**Clock wiring as the flow saved it**

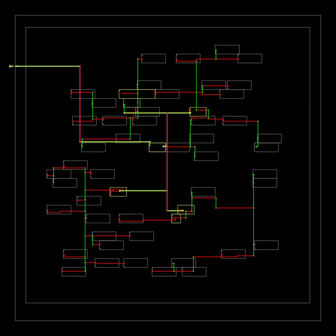
**Cells colored by class**

Bar = 20 um. Fill, decap, tap and diode cells in gray.
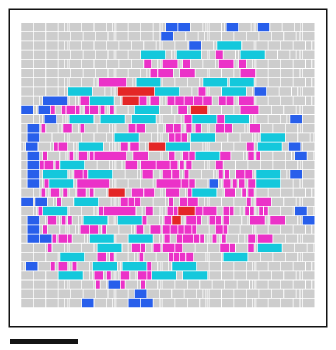
**Selected gate families**

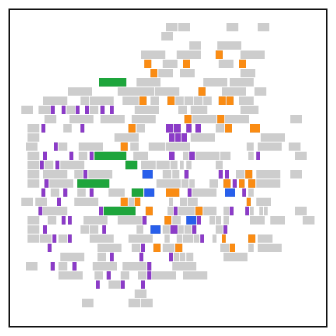
--- config.mk ---
export PLATFORM = sky130hd
export DESIGN_NAME = alu_serial_ctrl_flat
export DESIGN_NICKNAME = d
export VERILOG_FILES = /design/src/rtl/alu_serial_ctrl_if.sv /design/src/rtl/alu_serial_ctrl.sv /design/src/flat_wrapper.sv
export SDC_FILE = /design/constraint.sdc
export NUM_CORES = 1
export LEC_CHECK = 0
export CAP_MARGIN = 0
export CORE_MARGIN = 3
export CORE_UTILIZATION = 30
export DETAILED_ROUTE_END_ITERATION = 16
export PLACE_DENSITY = 0.59
export SYNTH_ARGS = -nofsm -noshare
export SYNTH_HDL_FRONTEND = slang
export SYNTH_SLANG_ARGS = --single-unit
export TNS_END_PERCENT = 50
--- constraint.sdc ---
create_clock -name clk -period 3.3 [get_ports clk]
set_input_delay 0.66 -clock clk [delete_from_list [all_inputs] [get_ports clk]]
set_output_delay 0.66 -clock clk [all_outputs]
set_load 0.005 [all_outputs]
--- src/rtl/alu_serial_ctrl_if.sv ---
// Start/done handshake and operand/result bus for the bit-serial ALU sequencer.
interface alu_serial_ctrl_if #(
  parameter int unsigned WIDTH = 8
);
  logic             start;
  logic [3:0]       alu_ctrl;
  logic [WIDTH-1:0] a;
  logic [WIDTH-1:0] b;
  logic             busy;
  logic             done;
  logic [WIDTH-1:0] result;
  logic             zero;
  logic             overflow;
  logic             carry_out;

  // Requester side: issues operations, observes completion
  modport master (
    output start, alu_ctrl, a, b,
    input  busy, done, result, zero, overflow, carry_out
  );

  // Sequencer side
  modport slave (
    input  start, alu_ctrl, a, b,
    output busy, done, result, zero, overflow, carry_out
  );
endinterface

--- src/rtl/alu_serial_ctrl.sv ---
// Bit-serial ALU sequencer: processes one operand bit per clock, LSB first, with a
// registered carry, then applies the set/overflow correction for set-less-than.
module alu_serial_ctrl #(
  parameter int unsigned WIDTH = 8
) (
  input logic              clk,
  input logic              rst_n,
  alu_serial_ctrl_if.slave bus
);

  localparam int unsigned IdxW = (WIDTH > 1) ? $clog2(WIDTH) : 1;

  localparam logic [1:0] StIdle = 2'd0;
  localparam logic [1:0] StRun  = 2'd1;
  localparam logic [1:0] StFix  = 2'd2;
  localparam logic [1:0] StDone = 2'd3;

  localparam logic [3:0] OpAnd = 4'b0000;
  localparam logic [3:0] OpOr  = 4'b0001;
  localparam logic [3:0] OpAdd = 4'b0010;
  localparam logic [3:0] OpSub = 4'b0110;
  localparam logic [3:0] OpSlt = 4'b0111;
  localparam logic [3:0] OpNor = 4'b1100;

  logic [1:0]       state_q, state_d;
  logic [IdxW-1:0]  idx_q;
  logic [WIDTH-1:0] a_q, b_q;
  logic [3:0]       ctrl_q;
  logic             carry_q;
  logic [WIDTH-1:0] sr_q;
  logic             set_q, ovf_q, cout_q;
  logic [WIDTH-1:0] result_q;
  logic             zero_q, overflow_q, carry_out_q;

  logic             ain, bin, sum, c_next, res_bit, last_bit;
  logic             is_arith, is_slt, is_valid, ovf_bit;
  logic [WIDTH-1:0] sr_next, run_result;

  // One slice evaluation for the current bit plus op-class decode
  always_comb begin
    ain         = a_q[idx_q] ^ ctrl_q[3];
    bin         = b_q[idx_q] ^ ctrl_q[2];
    {c_next, sum} = {1'b0, ain} + {1'b0, bin} + {1'b0, carry_q};
    res_bit     = 1'b0;
    unique case (ctrl_q[1:0])
      2'b00:   res_bit = ain & bin;
      2'b01:   res_bit = ain | bin;
      2'b10:   res_bit = sum;
      default: res_bit = 1'b0;  // Less is 0 for every bit during the serial pass
    endcase
    last_bit   = (idx_q == IdxW'(WIDTH - 1));
    is_slt     = (ctrl_q == OpSlt);
    is_arith   = (ctrl_q == OpAdd) || (ctrl_q == OpSub) || is_slt;
    is_valid   = is_arith || (ctrl_q == OpAnd) || (ctrl_q == OpOr) || (ctrl_q == OpNor);
    // Carry into the MSB differs from carry out of it exactly on signed overflow
    ovf_bit    = carry_q ^ c_next;
    sr_next    = {res_bit, sr_q[WIDTH-1:1]};
    run_result = is_valid ? sr_next : '0;
  end

  // Sequencer next state
  always_comb begin
    state_d = state_q;
    case (state_q)
      StIdle:  if (bus.start) state_d = StRun;
      StRun:   if (last_bit) state_d = is_slt ? StFix : StDone;
      StFix:   state_d = StDone;
      default: state_d = StIdle;
    endcase
  end

  // Datapath and output registers
  always_ff @(posedge clk) begin
    if (!rst_n) begin
      state_q     <= StIdle;
      idx_q       <= '0;
      a_q         <= '0;
      b_q         <= '0;
      ctrl_q      <= '0;
      carry_q     <= 1'b0;
      sr_q        <= '0;
      set_q       <= 1'b0;
      ovf_q       <= 1'b0;
      cout_q      <= 1'b0;
      result_q    <= '0;
      zero_q      <= 1'b0;
      overflow_q  <= 1'b0;
      carry_out_q <= 1'b0;
    end else begin
      state_q <= state_d;
      case (state_q)
        StIdle: begin
          if (bus.start) begin
            a_q         <= bus.a;
            b_q         <= bus.b;
            ctrl_q      <= bus.alu_ctrl;
            idx_q       <= '0;
            sr_q        <= '0;
            carry_q     <= bus.alu_ctrl[2];  // Binvert supplies the +1 of two's complement
            set_q       <= 1'b0;
            ovf_q       <= 1'b0;
            cout_q      <= 1'b0;
            result_q    <= '0;
            zero_q      <= 1'b0;
            overflow_q  <= 1'b0;
            carry_out_q <= 1'b0;
          end
        end
        StRun: begin
          carry_q <= c_next;
          idx_q   <= idx_q + 1'b1;
          sr_q    <= sr_next;
          if (last_bit) begin
            set_q  <= sum;
            ovf_q  <= ovf_bit;
            cout_q <= c_next;
            if (!is_slt) begin
              result_q    <= run_result;
              zero_q      <= (run_result == '0);
              overflow_q  <= is_arith & ovf_bit;
              carry_out_q <= is_arith & c_next;
            end
          end
        end
        StFix: begin
          // Sign of the true difference, corrected for overflow
          result_q    <= {{(WIDTH-1){1'b0}}, set_q ^ ovf_q};
          zero_q      <= ~(set_q ^ ovf_q);
          overflow_q  <= ovf_q;
          carry_out_q <= cout_q;
        end
        default: ;
      endcase
    end
  end

  assign bus.busy      = (state_q == StRun) || (state_q == StFix);
  assign bus.done      = (state_q == StDone);
  assign bus.result    = result_q;
  assign bus.zero      = zero_q;
  assign bus.overflow  = overflow_q;
  assign bus.carry_out = carry_out_q;

endmodule

--- src/flat_wrapper.sv ---
// flat-port wrapper written by rule: the top's interface ports become plain ports
module alu_serial_ctrl_flat 
#(
  parameter int unsigned WIDTH = 8
)
  (clk, rst_n, bus_start, bus_alu_ctrl, bus_a, bus_b, bus_busy, bus_done, bus_result, bus_zero, bus_overflow, bus_carry_out);
  alu_serial_ctrl_if #(.WIDTH(WIDTH)) bus_i ();
  input logic clk;
  input logic rst_n;
  input wire logic [$bits(bus_i.start)-1:0] bus_start;
  input wire logic [$bits(bus_i.alu_ctrl)-1:0] bus_alu_ctrl;
  input wire logic [$bits(bus_i.a)-1:0] bus_a;
  input wire logic [$bits(bus_i.b)-1:0] bus_b;
  output wire logic [$bits(bus_i.busy)-1:0] bus_busy;
  output wire logic [$bits(bus_i.done)-1:0] bus_done;
  output wire logic [$bits(bus_i.result)-1:0] bus_result;
  output wire logic [$bits(bus_i.zero)-1:0] bus_zero;
  output wire logic [$bits(bus_i.overflow)-1:0] bus_overflow;
  output wire logic [$bits(bus_i.carry_out)-1:0] bus_carry_out;
  assign bus_i.start = bus_start;
  assign bus_i.alu_ctrl = bus_alu_ctrl;
  assign bus_i.a = bus_a;
  assign bus_i.b = bus_b;
  assign bus_busy = bus_i.busy;
  assign bus_done = bus_i.done;
  assign bus_result = bus_i.result;
  assign bus_zero = bus_i.zero;
  assign bus_overflow = bus_i.overflow;
  assign bus_carry_out = bus_i.carry_out;
  alu_serial_ctrl #(.WIDTH(WIDTH)) u_core (.clk(clk), .rst_n(rst_n), .bus(bus_i));
endmodule
==> run_results.csv <==
group,metric,value,unit
sta,timing.slew.headroom,36.3,%
pwr,max-vdd-ir-drop,0.246,mV
pwr,pwr_density_cell,640,nW/um^2
floorplanning,dieArea,8730,um^2
placement,numPlacedInstances,379,
clocking,post-cts-setup-buffer-count,0,
detailed_routing,first_pass_iters,4,
detailed_routing,detailedRoute.firstIterationViolations,87,
sta,timing_hold_violations_final,0,
run,number_of_maximum_capacitance_constraint_violations,0,
logic_synthesis,syn_inst,256,
floorplanning,die_w,93.5,um
hold_path,holdCritPathClass,"flip-flop to flip-flop",
detailed_routing,avgViaCountPerCell,4.89,
layout,layout-drive-gt1-share,7.67,%
floorplanning,core_area,7330,um^2
logic_synthesis,yosysCellCount,256,
sta,drv_slew,0,
run,openroad.warnings,29,
floorplanning,io_pins,36,
clocking,path_clk_slew,90,ps
logic_synthesis,synth-seq-cells,47,
sta,number_of_setup_violations_in_the_final_report,0,
detailed_routing,drcViolationCount,0,
grt,pin_count_of_the_biggest_net_entering_global_routing,30,
setup_path,crit_path_max_incr_delay,600,ps
outcome,outcome,"finished, final reports clean",
grt,globalRouteOverflowTotal,0,
pwr,p_total,0.00182,W
setup_path,cpLargestDelayFamily,"multiplexers",
floorplanning,fp_util,31.3,%
sta,finalSetupTns,0,ps
setup_path,crit_end_element,"flip-flop",
floorplanning,chipHeight,93.5,um
layout,final_cell_mix,"sky130_fd_sc_hd__nand2_1, sky130_fd_sc_hd__dfxtp_1, sky130_fd_sc_hd__clkdlybuf4s50_1",
detailed_routing,wl_per_cell,13.0,um
logic_synthesis,syn_nets,286,
-- 'clock wiring as the flow saved it' (at the start) --
clock network latency to the later pin of the worst-skew pair: 300 ps
number of buffers added by the clock tree synthesis step: 5
# clk buffers: 5
Fin Clk Skew: 11.6 ps

-- 'cells colored by class' (at the start) --
| color | class | cells |
|---|---|---|
| red | clock drivers and dummy loads | 7 |
| magenta | all other logic | 196 |
| blue | other buffers and delay cells | 37 |
| cyan | flip-flops | 47 |

-- 'selected gate families' (at the start) --
| color | family | cells | most used |
|---|---|---|---|
| purple | NAND gates | 66 | nand2_1 |
| orange | NOR gates | 32 | nor2b_1 |
| blue | XOR/XNOR gates | 5 | xnor2_1 |
| green | multiplexers | 6 | mux4_1 |
Finished Layout Cells: 386
Top cell excl fill/tap: sky130_fd_sc_hd__nand2_1
share of the final layout cell area in multi-input gates: 44.7%

## worst register-to-register path: cells and delay by family (launching register included)
family / cells / cell delay (ps)
mux: 2 / 770
simple gates: 2 / 340
fa+ha+maj: 1 / 500
xor+xnor: 1 / 230
compound gates: 2 / 230
flops: 1 / 480
## metal layers
metal	track usage (%)	share of wire (%)	vias to the layer above
li1	-	-	956
met1	15.6	49	879
met2	19.5	45	45
met3	2.74	4.8	6
met4	3.30	1.1	0
met5	0	0	-
## sequential cells by signal, indices dropped and copies added, names as in the netlist, 2 cells and up
name / count
u_core.b_q: 8
u_core.a_q: 8
u_core.sr_q: 7
u_core.idx_q: 3
u_core.state_q: 2
u_core.bus.result: 8
u_core.ctrl_q: 4
## power by group
part           switching (W)  internal (W)
combinational       0.000440      0.000260
clock               0.000197      0.000222
sequential         0.0000647      0.000636
## path summary, 6_finish.rpt
path,to,slack [ps]
setup / recovery,u_core.set_q,650
hold / removal,u_core.a_q[5],450
setup reg to reg,u_core.set_q,650
hold reg to reg,u_core.a_q[5],450
## cell families (layout without fill, tap and decap cells)
family          count (synthesis)  in the layout  synth area share (%)
mux                             6              6                  5.29
xor+xnor                        5              5                  1.91
flops                          47             47                  41.0
compound gates                 62             62                  20.2
fa+ha+maj                       8              8                  4.63
simple gates                  109            109                  23.4
buf+inv                        19             50                  3.60
## final cells by class
class                   instances  area [um^2]
multi-input cells             190         1270
clock buffers                   5         68.8
fillers                       745         4490
well taps                      99          124
inverters                       6         22.5
repair buffers                 37          378
flip-flops and latches         47          941
clock inverters                 2         37.5
Power is estimated from default activity; no workload was simulated.
